### Placement by cell class

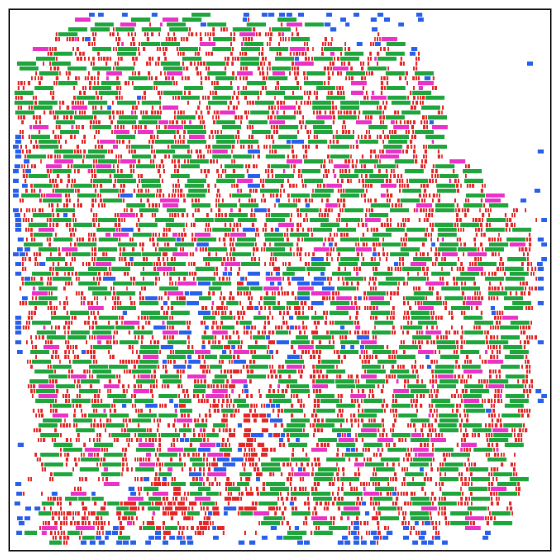
### Where the registers sit

Bar = 100 um. Other sequential cells in the stronger gray, the rest of the logic in the fainter gray.
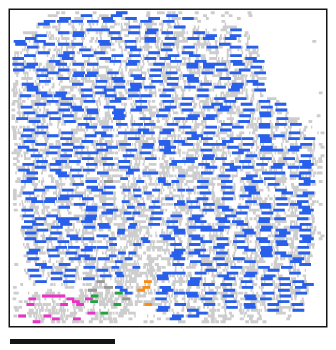
$ cat config.mk
export PLATFORM = sky130hd
export DESIGN_NAME = riscv_trace_buffer
export DESIGN_NICKNAME = d
export VERILOG_FILES = /design/src/rtl/riscv_trace_pkg.sv /design/src/rtl/riscv_trace_buffer_fifo.sv /design/src/rtl/riscv_trace_buffer.sv
export SDC_FILE = /design/constraint.sdc
export NUM_CORES = 1
export LEC_CHECK = 0
export ABC_AREA = 1
export CAP_MARGIN = 20
export CORE_MARGIN = 1
export CORE_UTILIZATION = 45
export CTS_CLUSTER_DIAMETER = 40
export DETAILED_ROUTE_END_ITERATION = 7
export PLACE_DENSITY = 0.6
export SYNTH_ARGS = -nofsm -noshare
export SYNTH_HDL_FRONTEND = slang
export SYNTH_SLANG_ARGS = --single-unit
$ cat constraint.sdc
create_clock -name clk -period 5 [get_ports clk]
set_clock_uncertainty 0.15 [all_clocks]
set_input_delay 1 -clock clk [delete_from_list [all_inputs] [get_ports clk]]
set_output_delay 1 -clock clk [all_outputs]
set_load 0.01 [all_outputs]
$ cat src/rtl/riscv_trace_pkg.sv
// Shared types and constants for the riscv commit-trace capture stage.
package riscv_trace_pkg;

    localparam int DROP_CNT_W = 16;
    localparam int HDR_W      = 12;
    localparam int REC_DATA_W = 32;

    typedef enum logic [1:0] {
        KIND_REG   = 2'b01,
        KIND_STORE = 2'b10,
        KIND_LOAD  = 2'b11
    } trace_kind_e;

    // Record header; the data field follows it in the low DATA_W bits.
    typedef struct packed {
        logic        ovf;
        trace_kind_e kind;
        logic [8:0]  index;
    } trace_hdr_t;

    typedef struct packed {
        trace_hdr_t              hdr;
        logic [REC_DATA_W-1:0]   data;
    } trace_rec_t;

    function automatic int trace_w(input int data_w);
        return data_w + HDR_W;
    endfunction

    localparam int TRACE_W = trace_w(REC_DATA_W);

endpackage

$ cat src/rtl/riscv_trace_buffer_fifo.sv
// Two-write-port, one-read-port circular FIFO; port 1 is only written together with port 0.
module trace_fifo_2w1r #(
    parameter int WIDTH = 44,
    parameter int DEPTH = 16
) (
    input  logic                     clk,
    input  logic                     reset,
    input  logic                     push0,
    input  logic [WIDTH-1:0]         data0,
    input  logic                     push1,
    input  logic [WIDTH-1:0]         data1,
    input  logic                     pop,
    output logic [WIDTH-1:0]         head,
    output logic                     valid,
    output logic [$clog2(DEPTH):0]   level
);

    localparam int AW = $clog2(DEPTH);
    localparam int LW = AW + 1;

    logic [WIDTH-1:0] mem [DEPTH];
    logic [AW-1:0]    wr_ptr;
    logic [AW-1:0]    wr_ptr_nxt1;
    logic [AW-1:0]    rd_ptr;
    logic [1:0]       n_push;

    assign wr_ptr_nxt1 = wr_ptr + AW'(1);
    assign n_push      = {1'b0, push0} + {1'b0, push1};

    always_ff @(posedge clk) begin
        if (push0) mem[wr_ptr] <= data0;
        if (push1) mem[wr_ptr_nxt1] <= data1;
    end

    // Pointers wrap naturally because DEPTH is a power of two.
    always_ff @(posedge clk) begin
        if (reset) begin
            wr_ptr <= '0;
            rd_ptr <= '0;
            level  <= '0;
        end else begin
            wr_ptr <= wr_ptr + AW'(n_push);
            rd_ptr <= rd_ptr + AW'(pop);
            level  <= level + LW'(n_push) - LW'(pop);
        end
    end

    assign valid = (level != '0);
    assign head  = valid ? mem[rd_ptr] : '0;

endmodule

$ cat src/rtl/riscv_trace_buffer.sv
// Commit-trace capture: decodes writeback/memory events into records, buffers them, tracks drops.
// Optional feature macro: TRACE_MEM_READ_EN (records LOAD events from rd/rd_data).
module riscv_trace_buffer
    import riscv_trace_pkg::*;
#(
    parameter int DATA_W = 32,
    parameter int DEPTH  = 16
) (
    input  logic                     clk,
    input  logic                     reset,
    input  logic                     trace_en,
    input  logic [4:0]               reg_num,
    input  logic [DATA_W-1:0]        reg_data,
    input  logic                     reg_write_sig,
    input  logic                     wr,
    input  logic                     rd,
    input  logic [8:0]               addr,
    input  logic [DATA_W-1:0]        wr_data,
    input  logic [DATA_W-1:0]        rd_data,
    output logic                     trace_valid,
    input  logic                     trace_ready,
    output logic [DATA_W+11:0]       trace_data,
    output logic [$clog2(DEPTH):0]   fifo_level,
    output logic [15:0]              dropped_count
);

    localparam int TW = trace_w(DATA_W);
    localparam int LW = $clog2(DEPTH) + 1;
    localparam logic [LW-1:0] FULL_LVL   = LW'(DEPTH);
    localparam logic [LW-1:0] ALMOST_LVL = LW'(DEPTH - 1);

    logic                   ev_a;
    logic                   ev_b;
    trace_hdr_t             hdr_a;
    trace_hdr_t             hdr_b;
    logic [DATA_W-1:0]      data_b;
    logic [TW-1:0]          rec_a;
    logic [TW-1:0]          rec_b;
    logic [TW-1:0]          first_rec;
    logic [TW-1:0]          wdata0;
    logic [TW-1:0]          wdata1;
    logic [1:0]             n_ev;
    logic [1:0]             n_push;
    logic [1:0]             n_drop;
    logic                   push0;
    logic                   push1;
    logic                   pop;
    logic                   ovf_pending;
    logic [DROP_CNT_W-1:0]  drop_cnt;
    logic [DROP_CNT_W:0]    drop_sum;

    always_comb begin
        ev_a   = trace_en && reg_write_sig && (reg_num != 5'd0);
        hdr_a  = '{ovf: 1'b0, kind: KIND_REG, index: {4'b0000, reg_num}};
        hdr_b  = '{ovf: 1'b0, kind: KIND_STORE, index: addr};
        data_b = wr_data;
        ev_b   = trace_en && wr;
`ifdef TRACE_MEM_READ_EN
        if (trace_en && rd && !wr) begin
            ev_b       = 1'b1;
            hdr_b.kind = KIND_LOAD;
            data_b     = rd_data;
        end
`endif
        rec_a = {hdr_a, reg_data};
        rec_b = {hdr_b, data_b};
    end

`ifndef TRACE_MEM_READ_EN
    logic unused_rd;
    assign unused_rd = ^{rd, rd_data};
`endif

    // Space is judged on the registered level only; a same-cycle pop frees nothing.
    always_comb begin
        n_ev = {1'b0, ev_a} + {1'b0, ev_b};
        if (fifo_level == FULL_LVL) begin
            n_push = 2'd0;
        end else if ((fifo_level == ALMOST_LVL) && (n_ev == 2'd2)) begin
            n_push = 2'd1;
        end else begin
            n_push = n_ev;
        end
        n_drop    = n_ev - n_push;
        push0     = (n_push != 2'd0);
        push1     = (n_push == 2'd2);
        first_rec = ev_a ? rec_a : rec_b;
        wdata0    = {ovf_pending, first_rec[TW-2:0]};
        wdata1    = rec_b;
        drop_sum  = {1'b0, drop_cnt} + (DROP_CNT_W + 1)'(n_drop);
    end

    assign pop = trace_valid && trace_ready;

    always_ff @(posedge clk) begin
        if (reset) begin
            ovf_pending <= 1'b0;
            drop_cnt    <= '0;
        end else begin
            if (n_drop != 2'd0) begin
                ovf_pending <= 1'b1;
            end else if (push0) begin
                ovf_pending <= 1'b0;
            end
            drop_cnt <= drop_sum[DROP_CNT_W] ? '1 : drop_sum[DROP_CNT_W-1:0];
        end
    end

    assign dropped_count = drop_cnt;

    trace_fifo_2w1r #(
        .WIDTH (TW),
        .DEPTH (DEPTH)
    ) u_fifo (
        .clk   (clk),
        .reset (reset),
        .push0 (push0),
        .data0 (wdata0),
        .push1 (push1),
        .data1 (wdata1),
        .pop   (pop),
        .head  (trace_data),
        .valid (trace_valid),
        .level (fifo_level)
    );

endmodule
==> results.toml <==
# flow metrics
[global_routing]
grt_start_max_net_pins = 175
grt.overflow.total = 0
grt_antenna_before_repair = 1

[routing]
vias = 37562
ant_nets = 0
wl_per_cell_um = 24.6
drc_errors = 0
firstDrtPassIters = 6

[clocking]
cts_resized = 0
clockBufferDepth = 3
cts_buffers = 133
cts_root_buf = "clkbuf_16"

[power]
power_switching_mw = 7.38
peakVddDrop_mv = 0.484
leakagePower_nw = 20.2
swShare_pct = 33.9
pwr-share-clk_pct = 41.2
pwr-share-seq_pct = 32.7

[outcome]
outcome = "complete, no violations"

[setup_path]
cp.required_ps = 3850
cp_slowest_cell = "dfxtp_4"
cp_max_fo = 43
crit_family = "buffers and inverters"

[final_timing]
finalCriticalPeriod_ps = 4700
setup_violations = 0
worst_pin_slew_ps = 1180
slew-limit-headroom_pct = 20.5
fmax_ghz = 0.213

[yosys]
top_area_cell = "edfxtp_1"
ys_seq_elements = 734
area_leaders = "edfxtp_1 49%, nand2_1 22%, nand3_1 15%"
synth_seq_share_pct = 53.0
ys.warnings.count = 0
ff_type = "edfxtp_1"
synthDistinctLibCells = 31
yosysChipArea_um2 = 40100
yosys.area.top_type_share_pct = 49.1

[finish]
final_cells = 6324
fin_area_um2 = 47200

[run]
warnings = 71

[place]
io_buffers = 149
dpl.cell_count = 6086

[die]
ios = 183
Back to the opening pictures, 'Placement by cell class':
- blue: other buffers and delay cells (cells 281)
- magenta: clock drivers and dummy loads (cells 236)
- red: all other logic (cells 3907)
- green: flip-flops (cells 734)

Back to the opening pictures, 'Where the registers sit':
- magenta: dropped_count (flops 16; where bottom left)
- orange: u_fifo.wr_ptr (flops 4; where bottom middle)
- blue: u_fifo.mem (flops 704; where all over the die)
- green: u_fifo.level (flops 5)
- not colored: 5

-- routing by layer --
metal	global-route usage (%)	vias up	share of wire, %
met2	54.6	2371	47
met4	16.5	2	4.8
met1	44.7	17803	38
met3	5.96	444	11
met5	0.317	-	0.026
li1	-	16942	-
-- worst register-to-register path, stage by stage, from the launching register on --
cell,delay (ps)
dfxtp_1,390
inv_1,80
ha_1,220
nand3_1,140
nand3_2,180
nor2_4,110
buf_4,340
nand2_1,370
inv_2,640
buf_12,260
nand2_1,70
nand2_1,90
-- path summary, 6_finish.rpt --
check | from | end | slack [ps] | cells after the start
setup reg to reg | u_fifo.level[2] | u_fifo.mem[2][30] | 1820 | 11
hold reg to reg | u_fifo.mem[2][42] | u_fifo.mem[2][42] | 310 | 2
setup / recovery | u_fifo.rd_ptr[1] | trace_data[22] | 300 | 8
hold / removal | u_fifo.mem[2][42] | u_fifo.mem[2][42] | 310 | 2
-- cell families (layout without fill, tap and decap cells) --
family / Yosys count / after routing / synth area share [%]
compound gates: 146 / 146 / 1.84
buf+inv: 559 / 589 / 5.81
other cells: 0 / 1 / 0
flops: 734 / 734 / 53.0
simple gates: 3658 / 3658 / 38.4
xor+xnor: 12 / 12 / 0.262
fa+ha+maj: 19 / 19 / 0.649
-- per-stage QoR --
step	hold WS (ps)	util, %
floorplan	277	-
global placement	289	48.5
detailed placement	294	48.5
CTS	306	53.4
global route	325	53.4
finish	311	53.4
-- Yosys cell counts, drive strengths merged (3+ instances only) --
cell type  number
xnor2           6
ha             16
xor2            6
nand3        1235
buf           169
fa              3
a21oi          75
dfxtp          78
nand2        2359
nor2           52
edfxtp        656
clkbuf        318
nand4           6
inv            69
o21ai          68
clkinv          3
-- cell type report --
type | count | area [um^2]
antenna | 1 | 2.50
tap | 1165 | 1460
sequential | 734 | 21300
timing repair buffer | 281 | 3030
inverter | 72 | 285
fill | 8023 | 41100
clock inverter | 86 | 981
multi-input combinational | 3835 | 16700
clock buffer | 150 | 3390
-- power groups by stage --
stage	logic [mW]	clock network, mW	registers (mW)
floorplan	3.33	0	7.16
global placement	5.56	0	7.22
detailed placement	5.58	0	7.22
CTS	5.61	8.98	7.11
global route	6.09	9.25	7.14
finish	5.67	8.95	7.12
-- state kept, by name (all words and copies together) (netlist names) --
signal         flops
u_fifo.mem       704
ovf_pending        1
u_fifo.level       5
dropped_count     16
u_fifo.wr_ptr      4
u_fifo.rd_ptr      4
-- layout by cell type, fill, tap and decap left out, types with 16 or more instances in the layout --
cell type / count
nor2_4: 16
clkinv_1: 16
nand2_1: 2331
clkinv_2: 29
clkdlybuf4s50_1: 149
buf_12: 44
nand3_1: 1234
edfxtp_1: 656
ha_1: 16
a21oi_1: 75
nand2_4: 25
clkbuf_16: 133
o21ai_0: 65
nor2_1: 36
inv_2: 20
buf_4: 88
dfxtp_1: 74
inv_1: 49
clkbuf_1: 17
Power and IR drop assume default switching activity.
